File: config.mk
export PLATFORM = sky130hd
export DESIGN_NAME = wb_pipe_flat
export DESIGN_NICKNAME = d
export VERILOG_FILES = /design/src/rtl/wb_pipe_pkg.sv /design/src/rtl/wb_pipe_if.sv /design/src/rtl/wb_pipe_load_align.sv /design/src/rtl/wb_pipe.sv /design/src/flat_wrapper.sv
export SDC_FILE = /design/constraint.sdc
export NUM_CORES = 1
export LEC_CHECK = 0
export ABC_AREA = 1
export ABC_CLOCK_PERIOD_IN_PS = 2390
export CAP_MARGIN = 20
export CORE_ASPECT_RATIO = 1.4
export CORE_MARGIN = 2
export CORE_UTILIZATION = 46
export CTS_CLUSTER_DIAMETER = 100
export DETAILED_ROUTE_END_ITERATION = 10
export PLACE_DENSITY = 0.82
export SKIP_LAST_GASP = 1
export SYNTH_ARGS = -nofsm -noshare
export SYNTH_HDL_FRONTEND = slang
export SYNTH_HIERARCHICAL = 1
export SYNTH_SLANG_ARGS = --single-unit
File: constraint.sdc
create_clock -name clk -period 2.39 [get_ports clk]
set_clock_uncertainty 0.05 [all_clocks]
set_input_delay 0.478 -clock clk [delete_from_list [all_inputs] [get_ports clk]]
set_output_delay 0.478 -clock clk [all_outputs]
set_load 0.01 [all_outputs]
File: src/rtl/wb_pipe_pkg.sv
// rtl/wb_pipe_pkg.sv - shared encodings for the wb_pipe writeback stage
// Purpose: writeback-source codes, load funct3 codes, memory region
//          nibbles, FSM state encoding and the region source-word select.
// Ports:   none (package)
package wb_pipe_pkg;

  localparam logic [1:0] WB_ALU  = 2'd0;
  localparam logic [1:0] WB_LOAD = 2'd1;
  localparam logic [1:0] WB_PC4  = 2'd2;
  localparam logic [1:0] WB_ZERO = 2'd3;

  localparam logic [2:0] F3_LB  = 3'b000;
  localparam logic [2:0] F3_LH  = 3'b001;
  localparam logic [2:0] F3_LW  = 3'b010;
  localparam logic [2:0] F3_LBU = 3'b100;
  localparam logic [2:0] F3_LHU = 3'b101;

  localparam logic [3:0] REGION_DMEM0 = 4'h1;
  localparam logic [3:0] REGION_DMEM1 = 4'h3;
  localparam logic [3:0] REGION_BIOS  = 4'h4;

  typedef enum logic {
    ST_IDLE     = 1'b0,
    ST_WAIT_MEM = 1'b1
  } state_e;

  // Unmapped regions read as zero.
  function automatic logic [31:0] region_word(input logic [3:0]  nib,
                                              input logic [31:0] dmem,
                                              input logic [31:0] bios);
    case (nib)
      REGION_DMEM0, REGION_DMEM1: return dmem;
      REGION_BIOS:                return bios;
      default:                    return 32'd0;
    endcase
  endfunction

endpackage

File: src/rtl/wb_pipe_if.sv
// rtl/wb_pipe_if.sv - instruction, memory-response and register-file bus of wb_pipe
// Purpose: bundles the upstream handshake/instruction fields, the load
//          response inputs and the register-file / status outputs.
// Modports: master = upstream + memory side, slave = wb_pipe.
interface wb_pipe_if #(
  parameter int DATA_W  = 32,
  parameter int RADDR_W = 5,
  parameter int CNT_W   = 32
);
  logic               in_valid_i;
  logic               in_ready_o;
  logic [DATA_W-1:0]  alu_result_i;
  logic [DATA_W-1:0]  pc_plus_i;
  logic [RADDR_W-1:0] wb_addr_i;
  logic               wb_en_i;
  logic [1:0]         wb_sel_i;
  logic [2:0]         load_funct3_i;
  logic               mem_rvalid_i;
  logic [DATA_W-1:0]  dmem_rdata_i;
  logic [DATA_W-1:0]  bios_rdata_i;
  logic               rf_we_o;
  logic [RADDR_W-1:0] rf_waddr_o;
  logic [DATA_W-1:0]  rf_wdata_o;
  logic [CNT_W-1:0]   instret_o;
  logic               err_o;

  modport master (
    output in_valid_i, alu_result_i, pc_plus_i, wb_addr_i, wb_en_i, wb_sel_i,
           load_funct3_i, mem_rvalid_i, dmem_rdata_i, bios_rdata_i,
    input  in_ready_o, rf_we_o, rf_waddr_o, rf_wdata_o, instret_o, err_o
  );

  modport slave (
    input  in_valid_i, alu_result_i, pc_plus_i, wb_addr_i, wb_en_i, wb_sel_i,
           load_funct3_i, mem_rvalid_i, dmem_rdata_i, bios_rdata_i,
    output in_ready_o, rf_we_o, rf_waddr_o, rf_wdata_o, instret_o, err_o
  );
endinterface

File: src/rtl/wb_pipe_load_align.sv
// rtl/wb_pipe_load_align.sv - load byte/half extraction with sign or zero extension
// Purpose: combinational alignment of a memory word for LB/LBU/LH/LHU/LW.
// Ports:   word_i (memory word), offset_i (addr[1:0]), funct3_i (load type),
//          data_o (aligned, extended value; 0 for unsupported funct3).
module load_align
  import wb_pipe_pkg::*;
#(
  parameter int DATA_W = 32
) (
  input  logic [DATA_W-1:0] word_i,
  input  logic [1:0]        offset_i,
  input  logic [2:0]        funct3_i,
  output logic [DATA_W-1:0] data_o
);
  logic [7:0]  byte_v;
  logic [15:0] half_v;

  always_comb begin
    byte_v = word_i[{offset_i, 3'b000} +: 8];
    half_v = offset_i[1] ? word_i[31:16] : word_i[15:0];
    data_o = '0;
    case (funct3_i)
      F3_LB:   data_o = {{(DATA_W-8){byte_v[7]}}, byte_v};
      F3_LBU:  data_o = {{(DATA_W-8){1'b0}}, byte_v};
      F3_LH:   data_o = {{(DATA_W-16){half_v[15]}}, half_v};
      F3_LHU:  data_o = {{(DATA_W-16){1'b0}}, half_v};
      F3_LW:   data_o = word_i;
      default: data_o = '0;
    endcase
  end
endmodule

File: src/rtl/wb_pipe.sv
// rtl/wb_pipe.sv - registered writeback stage with variable-latency load wait
// Purpose: accepts one instruction per cycle, waits for DMEM/BIOS load data
//          (with timeout), aligns loads, drives the register-file write port,
//          counts retired instructions and flags load timeouts.
// Ports:   clk, rst (sync, active high), bus (wb_pipe_if.slave).
module wb_pipe
  import wb_pipe_pkg::*;
#(
  parameter int DATA_W       = 32,
  parameter int RADDR_W      = 5,
  parameter int CNT_W        = 32,
  parameter int LOAD_TIMEOUT = 16
) (
  input logic    clk,
  input logic    rst,
  wb_pipe_if.slave bus
);
  localparam int WCNT_W = $clog2(LOAD_TIMEOUT + 1);

  state_e             state_q, state_d;
  logic [3:0]         region_q;
  logic [1:0]         offset_q;
  logic [2:0]         funct3_q;
  logic [RADDR_W-1:0] rd_q;
  logic               wen_q;
  logic [WCNT_W-1:0]  wait_q;

  logic               accept;
  logic               retire;
  logic               retire_en;
  logic               timeout;
  logic [RADDR_W-1:0] retire_addr;
  logic [DATA_W-1:0]  retire_data;
  logic [DATA_W-1:0]  aligned;

  assign bus.in_ready_o = (state_q == ST_IDLE) && !rst;
  assign accept         = bus.in_valid_i && bus.in_ready_o;

  load_align #(.DATA_W(DATA_W)) u_align (
    .word_i   (region_word(region_q, bus.dmem_rdata_i, bus.bios_rdata_i)),
    .offset_i (offset_q),
    .funct3_i (funct3_q),
    .data_o   (aligned)
  );

  always_ff @(posedge clk) begin
    if (rst) state_q <= ST_IDLE;
    else     state_q <= state_d;
  end

  // Non-loads retire straight from the input fields on the accepting edge;
  // loads retire from the latched fields once data arrives or time runs out.
  always_comb begin
    state_d     = state_q;
    retire      = 1'b0;
    retire_en   = 1'b0;
    timeout     = 1'b0;
    retire_addr = rd_q;
    retire_data = '0;
    case (state_q)
      ST_IDLE: begin
        if (accept) begin
          if (bus.wb_sel_i == WB_LOAD) begin
            state_d = ST_WAIT_MEM;
          end else begin
            retire      = 1'b1;
            retire_en   = bus.wb_en_i;
            retire_addr = bus.wb_addr_i;
            case (bus.wb_sel_i)
              WB_ALU:  retire_data = bus.alu_result_i;
              WB_PC4:  retire_data = bus.pc_plus_i;
              WB_ZERO: retire_data = '0;
              default: retire_data = '0;
            endcase
          end
        end
      end
      ST_WAIT_MEM: begin
        // A response in the last allowed cycle still beats the timeout.
        if (bus.mem_rvalid_i) begin
          retire      = 1'b1;
          retire_en   = wen_q;
          retire_data = aligned;
          state_d     = ST_IDLE;
        end else if (wait_q == WCNT_W'(LOAD_TIMEOUT - 1)) begin
          retire    = 1'b1;
          retire_en = wen_q;
          timeout   = 1'b1;
          state_d   = ST_IDLE;
        end
      end
      default: state_d = ST_IDLE;
    endcase
  end

  always_ff @(posedge clk) begin
    if (rst) begin
      bus.rf_we_o    <= 1'b0;
      bus.rf_waddr_o <= '0;
      bus.rf_wdata_o <= '0;
      bus.instret_o  <= '0;
      bus.err_o      <= 1'b0;
      region_q       <= '0;
      offset_q       <= '0;
      funct3_q       <= '0;
      rd_q           <= '0;
      wen_q          <= 1'b0;
      wait_q         <= '0;
    end else begin
      bus.rf_we_o <= retire && retire_en && (retire_addr != '0);
      if (retire) begin
        bus.rf_waddr_o <= retire_addr;
        bus.rf_wdata_o <= retire_data;
        bus.instret_o  <= bus.instret_o + 1'b1;
      end
      if (timeout) bus.err_o <= 1'b1;
      if (accept) begin
        region_q <= bus.alu_result_i[31:28];
        offset_q <= bus.alu_result_i[1:0];
        funct3_q <= bus.load_funct3_i;
        rd_q     <= bus.wb_addr_i;
        wen_q    <= bus.wb_en_i;
        wait_q   <= '0;
      end else if (state_q == ST_WAIT_MEM && !bus.mem_rvalid_i) begin
        wait_q <= wait_q + 1'b1;
      end
    end
  end
endmodule

File: src/flat_wrapper.sv
// flat-port wrapper written by rule: the top's interface ports become plain ports
module wb_pipe_flat import wb_pipe_pkg::*;
#(
  parameter int DATA_W       = 32,
  parameter int RADDR_W      = 5,
  parameter int CNT_W        = 32,
  parameter int LOAD_TIMEOUT = 16
)
  (clk, rst, bus_in_valid_i, bus_alu_result_i, bus_pc_plus_i, bus_wb_addr_i, bus_wb_en_i, bus_wb_sel_i, bus_load_funct3_i, bus_mem_rvalid_i, bus_dmem_rdata_i, bus_bios_rdata_i, bus_in_ready_o, bus_rf_we_o, bus_rf_waddr_o, bus_rf_wdata_o, bus_instret_o, bus_err_o);
  wb_pipe_if #(.DATA_W(DATA_W), .RADDR_W(RADDR_W), .CNT_W(CNT_W)) bus_i ();
  input logic clk;
  input logic rst;
  input wire logic [$bits(bus_i.in_valid_i)-1:0] bus_in_valid_i;
  input wire logic [$bits(bus_i.alu_result_i)-1:0] bus_alu_result_i;
  input wire logic [$bits(bus_i.pc_plus_i)-1:0] bus_pc_plus_i;
  input wire logic [$bits(bus_i.wb_addr_i)-1:0] bus_wb_addr_i;
  input wire logic [$bits(bus_i.wb_en_i)-1:0] bus_wb_en_i;
  input wire logic [$bits(bus_i.wb_sel_i)-1:0] bus_wb_sel_i;
  input wire logic [$bits(bus_i.load_funct3_i)-1:0] bus_load_funct3_i;
  input wire logic [$bits(bus_i.mem_rvalid_i)-1:0] bus_mem_rvalid_i;
  input wire logic [$bits(bus_i.dmem_rdata_i)-1:0] bus_dmem_rdata_i;
  input wire logic [$bits(bus_i.bios_rdata_i)-1:0] bus_bios_rdata_i;
  output wire logic [$bits(bus_i.in_ready_o)-1:0] bus_in_ready_o;
  output wire logic [$bits(bus_i.rf_we_o)-1:0] bus_rf_we_o;
  output wire logic [$bits(bus_i.rf_waddr_o)-1:0] bus_rf_waddr_o;
  output wire logic [$bits(bus_i.rf_wdata_o)-1:0] bus_rf_wdata_o;
  output wire logic [$bits(bus_i.instret_o)-1:0] bus_instret_o;
  output wire logic [$bits(bus_i.err_o)-1:0] bus_err_o;
  assign bus_i.in_valid_i = bus_in_valid_i;
  assign bus_i.alu_result_i = bus_alu_result_i;
  assign bus_i.pc_plus_i = bus_pc_plus_i;
  assign bus_i.wb_addr_i = bus_wb_addr_i;
  assign bus_i.wb_en_i = bus_wb_en_i;
  assign bus_i.wb_sel_i = bus_wb_sel_i;
  assign bus_i.load_funct3_i = bus_load_funct3_i;
  assign bus_i.mem_rvalid_i = bus_mem_rvalid_i;
  assign bus_i.dmem_rdata_i = bus_dmem_rdata_i;
  assign bus_i.bios_rdata_i = bus_bios_rdata_i;
  assign bus_in_ready_o = bus_i.in_ready_o;
  assign bus_rf_we_o = bus_i.rf_we_o;
  assign bus_rf_waddr_o = bus_i.rf_waddr_o;
  assign bus_rf_wdata_o = bus_i.rf_wdata_o;
  assign bus_instret_o = bus_i.instret_o;
  assign bus_err_o = bus_i.err_o;
  wb_pipe #(.DATA_W(DATA_W), .RADDR_W(RADDR_W), .CNT_W(CNT_W), .LOAD_TIMEOUT(LOAD_TIMEOUT)) u_core (.clk(clk), .rst(rst), .bus(bus_i));
endmodule
Fig. 1: run 1, clock wires, drivers and flops
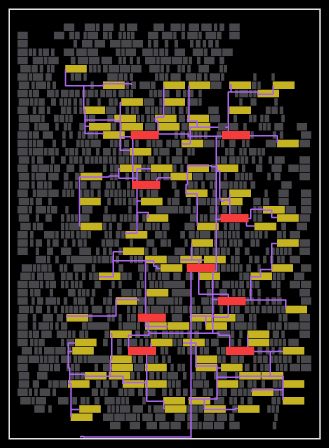
[yellow] flip-flops | count: 92
[red] cells driving clock nets | count: 9
[purple] clock wires | length: 1070 um
routed clock nets: 10

Fig. 2: run 1, cell area per tile
The die is cut into 10 by 14 equal tiles; dark blue is low, red is high, 0 to 100% covered.
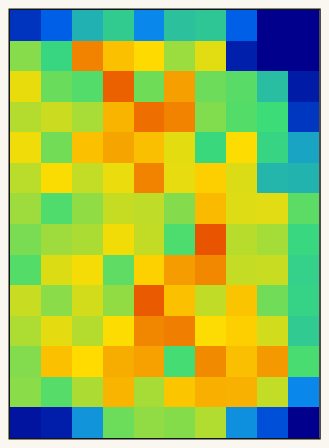
mean over tiles: 59%
tiles over 75% full: 25%
emptiest ninth of the die: north-east
fullest tile: 90%

Fig. 3: run 1, routing congestion
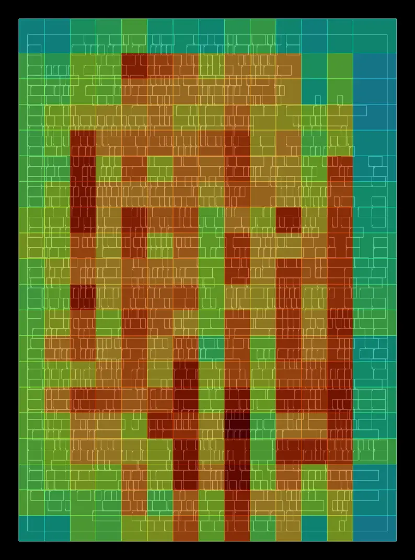
Total GRT Usage: 29.0%
GRT met3 Usage: 4.39%
Most Crowded Layer GR: met2
M2 GR Usage: 51.4%

Fig. 4: run 1, wiring by layer
Scale bar: 20 um.
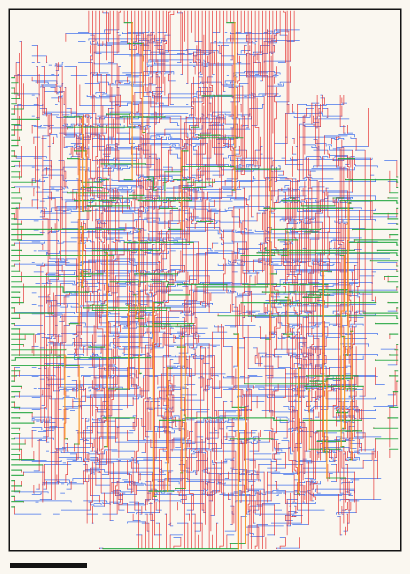
[orange] met4 | wire length: 952 um
[red] met2 | wire length: 10600 um
[blue] met1 | wire length: 7630 um
[green] met3 | wire length: 1500 um

==> run summary, run 1 <==
impl run done, here's what came out: Post-Synthesis Cell Area 6100 um^2, crit path buf inv count 3, htree depth 3, fillers 1156, Mapped Nets 1168, drt drc 0, Resized cells post-CTS 0, Final WS setup 0.255 ns, register area 1840 um^2, max frequency 468 MHz, flop share of the area 21.4%, arrival time at the worst endpoint 2.35 ns, Final Max-Slew Violation Tally 0, Largest regs u_core/bus.instret_o: 32 flops, u_core/bus.rf_wdata_o: 32 flops, combinational share of power 22.7%, worst-margin pin slew 0.549 ns, PortBufs 214, tool warnings 26, leakage 0.00359 uW, Die Ht 140 um, Clk Latency, worst-skew pair 0.34 ns, Min-Delay Endpoint u_core/bus.err_o, GR Util met1 33.6%, HP Start u_core/bus.err_o, Pint 2720 uW, registers 92, Logic Gate Count 714, most instantiated logic cells after routing nand2_1 (301), clkdlybuf4s50_1 (213), inv_1 (155), Clock group 1340 uW, FP Util 47.4%, Die Area 14200 um^2, Yosys Instances 1022, final hold violations 0, final non-filler cell total 1376, final setup fails 0, flop2flop setup slack 0.25 ns, NetSw 1110 uW, Cell Type Count 37, nonclk inv count 161, CTS buffer count 9, seq pwr 1620 uW, clock power share 35.0%, num rows 49, die span in x 101 um, combinational logic power 869 uW, top-count cell post-synth nand2_1, nets@finish 1364, metal2 WL 10.6 mm, top comb family, area simple AND/OR/NAND/NOR gates, tap cell count 153, Simple Share, Synth 39.0%, DP HPWL 15.9 mm, final period utilization 89.3%, worst r2r src u_core/wait_q[0], Seq share, synth 30.2%, design area 8620 um^2, Placer Congestion 0.970, Dominant flop cell dfxtp_1, yosys xor share 0.718%, CTS sink count 92, first-pass GRT wire length 32.7 mm, largest power group sequential cells, Routed Antenna Nets 0, fraction of area in multi-input gates 38.7%, crit-path leading delay family buffers and inverters, DR WL/cell 15.0 um, Post-Route M1 WL 7.63 mm, Area leader share 30.2%, Registers, synthesis 92, CORE AREA 12900 um^2, Setup Fix Bufs, Post-CTS 0, # hold bufs at CTS 0, Seq pwr share 42.3%, setup TNS 0 ns, aoi share 14.4%, CP max stage delay 0.34 ns, RSZ-0062 raised after global routing false, most frequent logic cell in the layout nand2_1, worst-path maximum fanout 13, routed wire length 20.6 mm, Synth async-reset ratio 0%, Tot Pwr 3830 uW, Crit path depth 10, Area Growth Syn to Fin 41.3%, number of global-route vias before repair 6660, Post-synth EDFFs 0, Ys Warns 6, signal buffers share of area 27.5%, First-pass DRT Iterations 6, Cells after DPL 1360, DP Area 8350 um^2, Worst slew margin 63.3%, Setup Crit Path Kind reg -> reg, worst hold path stage count 2, worst setup path end u_core/bus.rf_wdata_o[31], Slowest-stage cell, CP dfxtp_1, Worst VDD drop 0.305 mV, Top class by area multi-input combinational cells, # IOs 215, worst path cell trace ha_1 -> inv_1 -> nor3_1 -> ha_1 -> o21ai_4 -> nand2_4 -> inv_2 -> buf_4 -> nand2_1 -> a31oi_1, DRT iter0 DRCs 582, cell type with the largest total area dfxtp_1, status finished, final reports clean, clock buffer depth 2, worst min-delay path class reg -> reg, Critical path origin u_core/wait_q[0], startpoint types flip-flop
Fig. 5: run 1, gate-type map
Scale bar: 20 um.
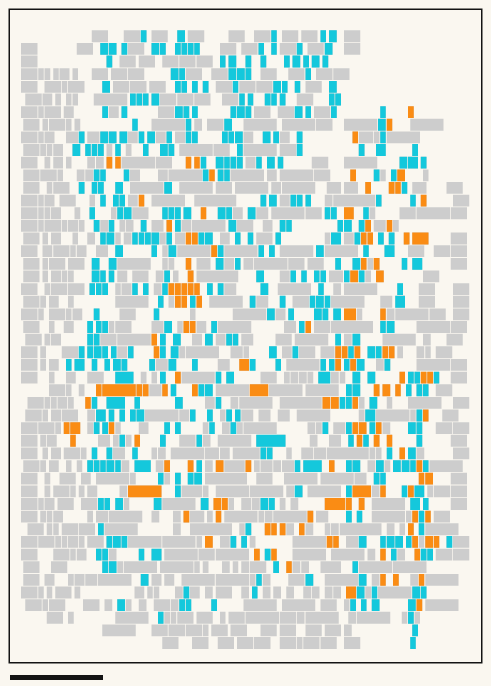

==> run 1 -> run 2 <==
--- a/config.mk
+++ b/config.mk
@@ -6,7 +6,7 @@
 export NUM_CORES = 1
 export LEC_CHECK = 0
 export ABC_AREA = 1
-export ABC_CLOCK_PERIOD_IN_PS = 2390
+export ABC_CLOCK_PERIOD_IN_PS = 2200
 export CAP_MARGIN = 20
 export CORE_ASPECT_RATIO = 1.4
 export CORE_MARGIN = 2
@@ -14,6 +14,8 @@
 export CTS_CLUSTER_DIAMETER = 100
 export DETAILED_ROUTE_END_ITERATION = 10
 export PLACE_DENSITY = 0.82
+export RECOVER_POWER = 25
+export SETUP_SLACK_MARGIN = 0.1
 export SKIP_LAST_GASP = 1
 export SYNTH_ARGS = -nofsm -noshare
 export SYNTH_HDL_FRONTEND = slang
==> constraint.sdc (replaced) <==
create_clock -name clk -period 2.2 [get_ports clk]
set_clock_uncertainty 0.05 [all_clocks]
set_input_delay 0.44 -clock clk [delete_from_list [all_inputs] [get_ports clk]]
set_output_delay 0.44 -clock clk [all_outputs]
set_load 0.01 [all_outputs]
Fig. 6: run 2, gate-type map
Scale bar: 20 um.
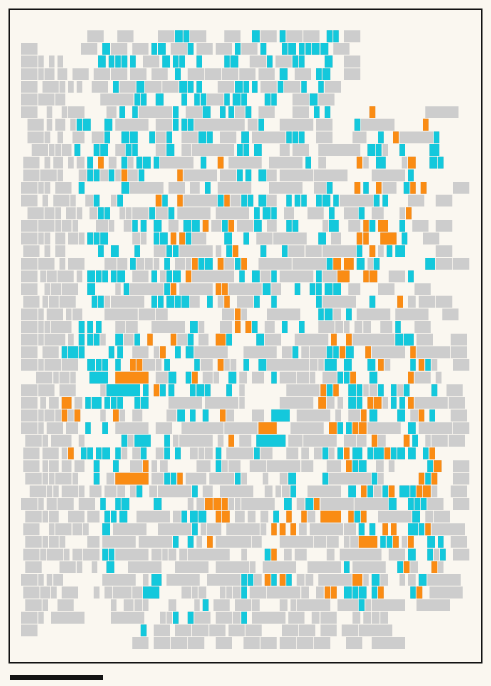
[orange] NOR gates | cells: 130
[cyan] NAND gates | cells: 424 | where: all over the die
most frequent logic cell in the layout: nand2_1
final non-filler cell total: 1389
fraction of area in multi-input gates: 38.5%

==> run 2 against run 1 <==
Net effect:
- sequential share of layout area is 0.41 points lower
- setup slack worse by 0.090 ns
- clock power is 19% higher
- power is 13% higher
- sequential power is 9% higher
- die area stayed put
- worst hold slack better by 0.013 ns
- design area is 2.0% higher
- critical endpoint unchanged
- largest power group unchanged
==> run summary, run 2 <==
impl run done, here's what came out: top comb family, area simple AND/OR/NAND/NOR gates, HP Start u_core/bus.err_o, number of global-route vias before repair 6760, Tot Pwr 4320 uW, startpoint types primary input, Final WS setup 0.164 ns, Logic Gate Count 715, final period utilization 92.5%, clock buffer depth 2, final hold violations 0, worst r2r src u_core/wait_q[0], setup TNS 0 ns, Yosys Instances 1022, clock power share 36.8%, routed wire length 21.2 mm, Setup Fix Bufs, Post-CTS 0, arrival time at the worst endpoint 2.26 ns, # IOs 215, Slowest-stage cell, CP dlygate4sd3_1, Final Max-Slew Violation Tally 0, worst path cell trace dlygate4sd3_1 -> nand2_1 -> inv_1 -> clkbuf_1 -> nand2_1 -> a31oi_1, flop2flop setup slack 0.24 ns, Crit path depth 6, Synth async-reset ratio 0%, most instantiated logic cells after routing nand2_1 (301), clkdlybuf4s50_1 (187), inv_1 (156), Simple Share, Synth 39.0%, CP max stage delay 0.62 ns, crit-path leading delay family buffers and inverters, DRT iter0 DRCs 519, Registers, synthesis 92, register area 1840 um^2, Die Ht 140 um, Ys Warns 6, NetSw 1240 uW, combinational share of power 22.6%, num rows 49, combinational logic power 975 uW, Area leader share 30.2%, Total GRT Usage 28.8%, design area 8800 um^2, CTS sink count 92, tap cell count 153, PortBufs 214, flop share of the area 20.9%, Cells after Synth 1022, CORE AREA 12900 um^2, max-cap violations 0, crit path buf inv count 3, First-pass DRT Iterations 6, Post-synth EDFFs 0, Min-Delay Endpoint u_core/bus.err_o, Cells after DPL 1368, metal2 WL 10.4 mm, cell type with the largest total area dfxtp_1, Post-Route M1 WL 7.97 mm, Area Growth Syn to Fin 44.2%, Seq share, synth 30.2%, Critical path origin bus_in_valid_i, Top class by area multi-input combinational cells, Mapped Nets 1168, leakage 0.00376 uW, worst setup path end u_core/bus.rf_wdata_o[31], Seq pwr share 40.7%, FP Util 47.4%, max frequency 491 MHz, largest net degree at the start of global routing 48, # hold bufs at CTS 0, Placer Congestion 0.936, Clk Latency, worst-skew pair 0.35 ns, tool warnings 27, nets@finish 1377, Clock group 1590 uW, M2 GR Usage 49.9%, Die Area 14200 um^2, via density per instance 5.29, largest power group sequential cells, nonclk inv count 161, aoi share 14.4%, Routed Antenna Nets 0, RSZ-0062 raised after global routing true, seq pwr 1760 uW, worst hold path stage count 2, worst min-delay path class reg -> reg, GR Util met1 32.7%, first-pass GRT wire length 32.5 mm, Largest regs u_core/bus.instret_o: 32 flops, u_core/bus.rf_wdata_o: 32 flops, Resized cells post-CTS 1, Most Crowded Layer GR met2, DP Area 8420 um^2, Post-Synthesis Cell Area 6100 um^2, signal buffers share of area 28.0%, top-count cell post-synth nand2_1, drt drc 0, Setup Crit Path Kind in -> reg, CTS buffer count 9, Worst VDD drop 0.371 mV, DP HPWL 16.1 mm, DR WL/cell 15.2 um, Cell Type Count 37, htree depth 3, Dominant flop cell dfxtp_1, die span in x 101 um, Pint 3090 uW, final setup fails 0, status finished, final reports clean, worst-margin pin slew 0.742 ns, yosys xor share 0.718%
Fig. 7: run 2, routing congestion
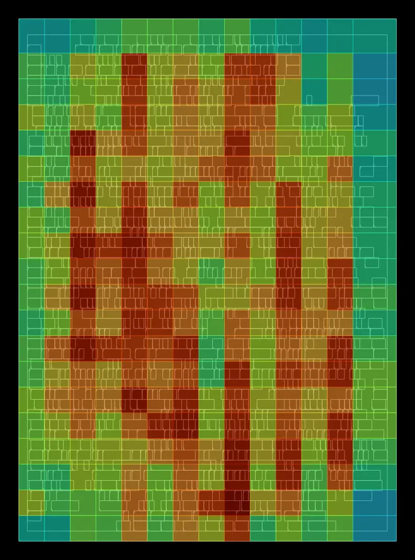

==> run 2 -> run 3 <==
--- a/config.mk
+++ b/config.mk
@@ -13,8 +13,10 @@
 export CORE_UTILIZATION = 46
 export CTS_CLUSTER_DIAMETER = 100
 export DETAILED_ROUTE_END_ITERATION = 10
+export GPL_ROUTABILITY_DRIVEN = 0
 export PLACE_DENSITY = 0.82
 export RECOVER_POWER = 25
+export REMOVE_ABC_BUFFERS = 1
 export SETUP_SLACK_MARGIN = 0.1
 export SKIP_LAST_GASP = 1
 export SYNTH_ARGS = -nofsm -noshare
Fig. 8: run 3, routing congestion
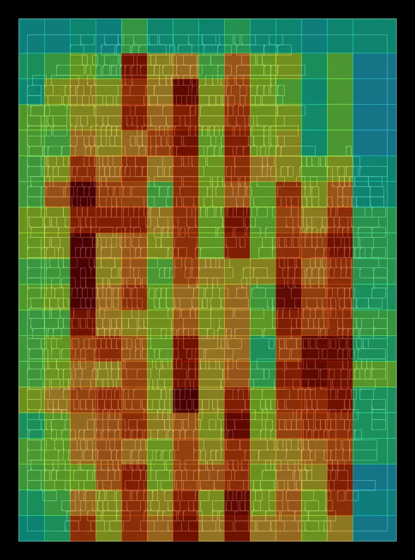
M2 GR Usage: 51.6%
post-layout util: 67.8%

==> run 3 against run 2 <==
Net effect:
- critical path type unchanged
- critical path depth unchanged
- sequential power about the same
- fmax rose by 0.19%
- utilization down 0.56 points
- synthesized cell count is the same
- cell count down 0.43%
- routed wire length down 4.3%
==> run summary, run 3 <==
impl run done, here's what came out: largest net degree at the start of global routing 48, via density per instance 5.29, Final Max-Slew Violation Tally 0, combinational logic power 957 uW, combinational share of power 22.6%, worst r2r src u_core/bus.instret_o[0], design area 8730 um^2, RSZ-0062 raised after global routing true, Clk Latency, worst-skew pair 0.35 ns, nonclk inv count 161, worst hold path stage count 2, clock power share 36.0%, max-cap violations 0, CTS buffer count 9, Post-synth EDFFs 0, number of global-route vias before repair 7060, PortBufs 214, Ys Warns 6, DR WL/cell 14.7 um, worst setup path end u_core/bus.rf_wdata_o[8], Top class by area multi-input combinational cells, Crit path depth 6, final period utilization 92.4%, status finished, final reports clean, tap cell count 153, # hold bufs at CTS 0, worst-path maximum fanout 12, Critical path origin bus_in_valid_i, Total GRT Usage 28.8%, setup TNS 0 ns, HP Start u_core/bus.err_o, registers 92, Die Area 14200 um^2, CP max stage delay 0.63 ns, Cells after Synth 1022, yosys xor share 0.718%, htree depth 3, drt drc 0, worst path cell trace dlygate4sd3_1 -> nand2_1 -> inv_1 -> clkbuf_1 -> nand2_1 -> a31oi_1, Slowest-stage cell, CP dlygate4sd3_1, num rows 49, DRT iter0 DRCs 467, die span in x 101 um, crit-path leading delay family buffers and inverters, Resized cells post-CTS 0, Die Ht 140 um, flop2flop setup slack 0.25 ns, Setup Fix Bufs, Post-CTS 0, Min-Delay Endpoint u_core/bus.err_o, crit path buf inv count 3, final hold violations 0, top comb family, area simple AND/OR/NAND/NOR gates, # IOs 215, Yosys Instances 1022, fillers 1143, Post-Synthesis Cell Area 6100 um^2, GR Util met1 31.0%, first-pass GRT wire length 32.8 mm, final setup fails 0, tool warnings 26, metal2 WL 10.6 mm, Tot Pwr 4250 uW, arrival time at the worst endpoint 2.25 ns, most frequent logic cell in the layout nand2_1, Synth async-reset ratio 0%, top-count cell post-synth nand2_1, Worst VDD drop 0.351 mV, Dominant flop cell dfxtp_1, max frequency 492 MHz, Seq pwr share 41.4%, largest power group sequential cells, Largest regs u_core/bus.instret_o: 32 flops, u_core/bus.rf_wdata_o: 32 flops, CTS sink count 92, NetSw 1220 uW, Final WS setup 0.168 ns, final non-filler cell total 1383, clock buffer depth 2, First-pass DRT Iterations 5, Logic Gate Count 714
Power figures rest on the tool's default switching activity, not on a simulated workload.
